clock_nets.png
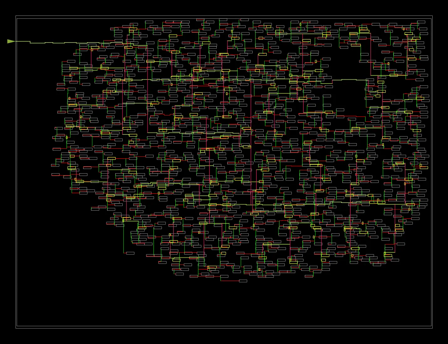
clock_wires.png
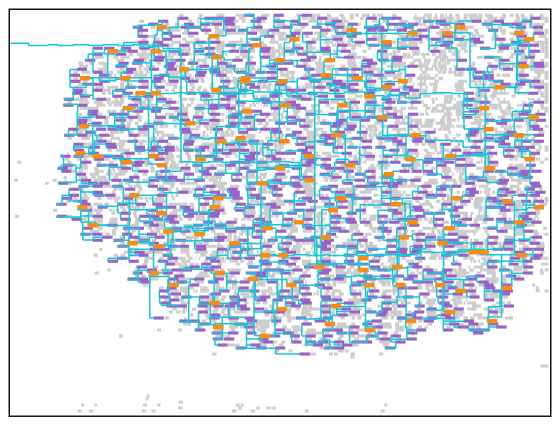
ff_map.png
Scale bar: 100 um. Other sequential cells in the stronger grey, the rest of the logic in the fainter grey.
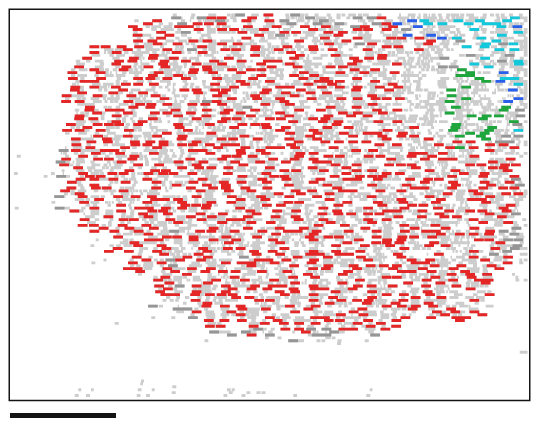
Design decode_stage, sky130hd; sources not shown.
==> impl_metrics.toml <==
# synthesis and place-and-route metrics
[clock_network]
tritoncts = "done"
cts-root-to-sink-buffers = 3
htree_num_levels = 3
cts-resized-gates = 0
clkSlewWorstSetupHoldPaths_ps = 60
ctsHoldBuffers = 0
cts_root_buf = "clkbuf_16"
post-cts-setup-buffer-count = 0
clock_sinks = 1175

[critical_path]
crit_fanout = 7
worst-endpoint-required_ps = 5440
worst_setup_path_end_kind = "primary output"
r2r_slack_ps = 3170
startpoint_type = "primary input"
worstRegToRegCells = 8
crit_arrival_ps = 4760
worst-setup-path-type = "primary input to primary output"

[run]
cap_violations = 0
openroad.warnings = 45

[drt]
dr_total_vias = 42260
routed_wire_per_std_cell_um = 31.93
totalWireLength_um = 218700
vias_per_cell = 6.168
drt_pre_antenna_iters = 6
final_antenna_net_count = 0
detail_route.iter0.violations = 4966
drt_drc_violations_left = 0

[global_route]
grt_first_pass_wirelength_um = 315100
antenna_violations_before_repair = 11
global_router_s_overall_resource_usage_pct = 24.09
met3_usage_pct = 5.924
grt_pass1_vias = 41610
grt.met1_usage_pct = 35.34
pin_count_of_the_biggest_net_entering_global_routing = 163
grt_util_met2_pct = 35.05
grt.busiest_layer = "met1"
grt_remaining_overflow = 0

[layout]
final_layout_top_logic_cell = "dfrtp_1"
syn2layout_area_growth_pct = 13.97
stdcell_area_sq_mm = 0.07120
design.final.nets = 4512
fill_cells = 16140
final_layout_top_logic_cells = "1175 x dfrtp_1, 1013 x mux2_2, 425 x mux4_2, 324 x mux2i_1, 235 x clkdlybuf4s50_1"
post_route_non_filler_standard_cell_count = 6851
largest_register_ff_count = 1024
layout-drive-gt1-share_pct = 41.98
comb_area_sq_mm = 0.03092

[sta]
rsz0062_at_grt = "no"
holdWs_ps = 395.2
hold_violations = 0
final_max_tran_viols = 0
worstMarginPinSlew_ps = 1215
min_period_ps = 6124
slew-limit-headroom_pct = 18.80
setup_ws_ps = 675.8
timing.setup.tns_ps = 0
layout_worst_path_cycle_share_pct = 90.06
max_freq_mhz = 163.3
finalSetupViolCount = 0

[outcome]
run_status = "completed"

[synthesis]
post_synth_and_or_nand_nor_area_fraction_pct = 1.921
yosys_register_bits = 1175
ys.flop_type = "dfrtp_1"
synth_cells = 4382
post_synth_ao_oa_area_fraction_pct = 6.788
netlist_area_sq_mm = 0.06247
yosysSeqAreaShare_pct = 47.07
fp_nets = 4489
yosysWarningCount = 0
mapped_avg_cell_area_sq_um = 14.26
ys_types = 61
xor_area_share_pct = 0.1542
adder_area_share_pct = 0
ys_async_sr_fraction_pct = 100.0
synth.yosys.chip_area_sq_mm = 0.06247
ys_cells = 4382
number_of_flops_mapped_to_enable_cells_by_yosys = 0
synth.mux.area_fraction_pct = 40.21
topCombFamilyByArea = "multiplexers"

[place]
placed_area_sq_mm = 0.06736
detailedPlacementHpwl_um = 127000
port-buffer-count = 246
preCtsSetupSlack_ps = 844.8
place.detailed.instances = 6642
routabilityCongestion = 0.8847

[hold_path]
timing.hold.worst.class = "flip-flop to flip-flop"
min_path_cells = 0

[die]
chip_area_sq_mm = 0.1802
ios = 248
die_h_um = 367.9
fp.dieW_um = 489.8
placement_rows = 133
fp_util_pct = 35.45
core_region_area_sq_mm = 0.1762

[power]
peakVddDrop_mv = 0.2261
power.static_leakage_uw = 0.03069
power_density_mw_per_mm2 = 276.8
finalPower_uw = 19710
Notes on clock_nets.png above:
number of buffers created by CTS: 118
clk_buf instances: 185
number of sequential storage elements: 1175
clock insertion delay at the later pin of the skew report: 780 ps

Notes on clock_wires.png above:
Key: clock wires = cyan [length 16100 um]; flip-flops = purple [count 1175]; clock-net drivers = orange [count 118]
Position of the flops: spread over the die.
clock group power: 6500 uW
Final Skew: 39.68 ps

Notes on ff_map.png above:
Key: out_imm = blue [sequential cells 12, where top right]; u_regfile.mem = red [sequential cells 1024]; busy_q = green [sequential cells 31, where top right]; out_pc = cyan [sequential cells 32, where top right]
Another 76 sequential cells are not coloured.
power attributed to sequential cells: 9140 uW
area taken by flip-flops and latches: 0.02940 sq mm
end-of-flow core utilization: 40.40%
sequential cell area share: 41.30%

[synthesized netlist by cell type (19+ instances only)]
cell      instances  area share, %
o211ai_1         40           0.48
nor2b_1          20           0.20
nand3_1          21           0.17
a22oi_1          85            1.0
buf_1            48           0.29
mux2i_1         324            5.2
clkbuf_1        319            1.9
a21oi_1          58           0.46
mux2_2         1013             18
o221ai_1         19           0.27
inv_1            52           0.31
buf_4            56           0.67
o21ai_0          89           0.71
buf_2            66           0.53
o41ai_1          23           0.32
a221oi_1        117            1.6
nor2_1           79           0.47
nand2_1          66           0.40
mux2_4           60            1.4
dfrtp_1        1175             47
mux4_2          425             15
[per-layer routing]
metal,share of wire (%),vias to the layer above,routed length (um)
met2,44,2122,95860
met4,3.0,4,6512
met5,0.012,-,27
met1,44,22780,95780
li1,-,16950,-
met3,9.4,393,20550
[kinds of logic after synthesis]
kind of cell           count (synthesis)
buffers and inverters                549
AND-OR/OR-AND                        577
multiplexers                        1822
other                                  1
AND/OR/NAND/NOR                      247
XOR/XNOR                              11
flip-flops                          1175
[layout make-up]
type / instances / share of cell area [%]
Clock buffer: 185 / 4.938
Inverter: 53 / 0.2829
Multi-Input combinational cell: 2658 / 43.43
Sequential cell: 1175 / 41.30
Timing Repair Buffer: 399 / 5.608
Tap cell: 2362 / 4.151
Antenna cell: 1 / 0.003515
Clock inverter: 18 / 0.2847
[worst max-delay path, cell delays in order]
cell             delay, ps
clkdlybuf4s50_1        390
and4bb_2               370
nand4b_1               430
a32o_1                 410
a2111oi_1              900
a211oi_2               230
and2_1                 240
clkdlybuf4s50_1        430
[report_power, final]
part | switching (uW) | total (uW) | internal, uW
Combinational | 1700 | 4070 | 2370
Clock | 2900 | 6500 | 3600
Sequential | 900 | 9140 | 8240
Total | 5500 | 19700 | 14200
Power figures rest on the tool's default switching activity, not on a simulated workload.
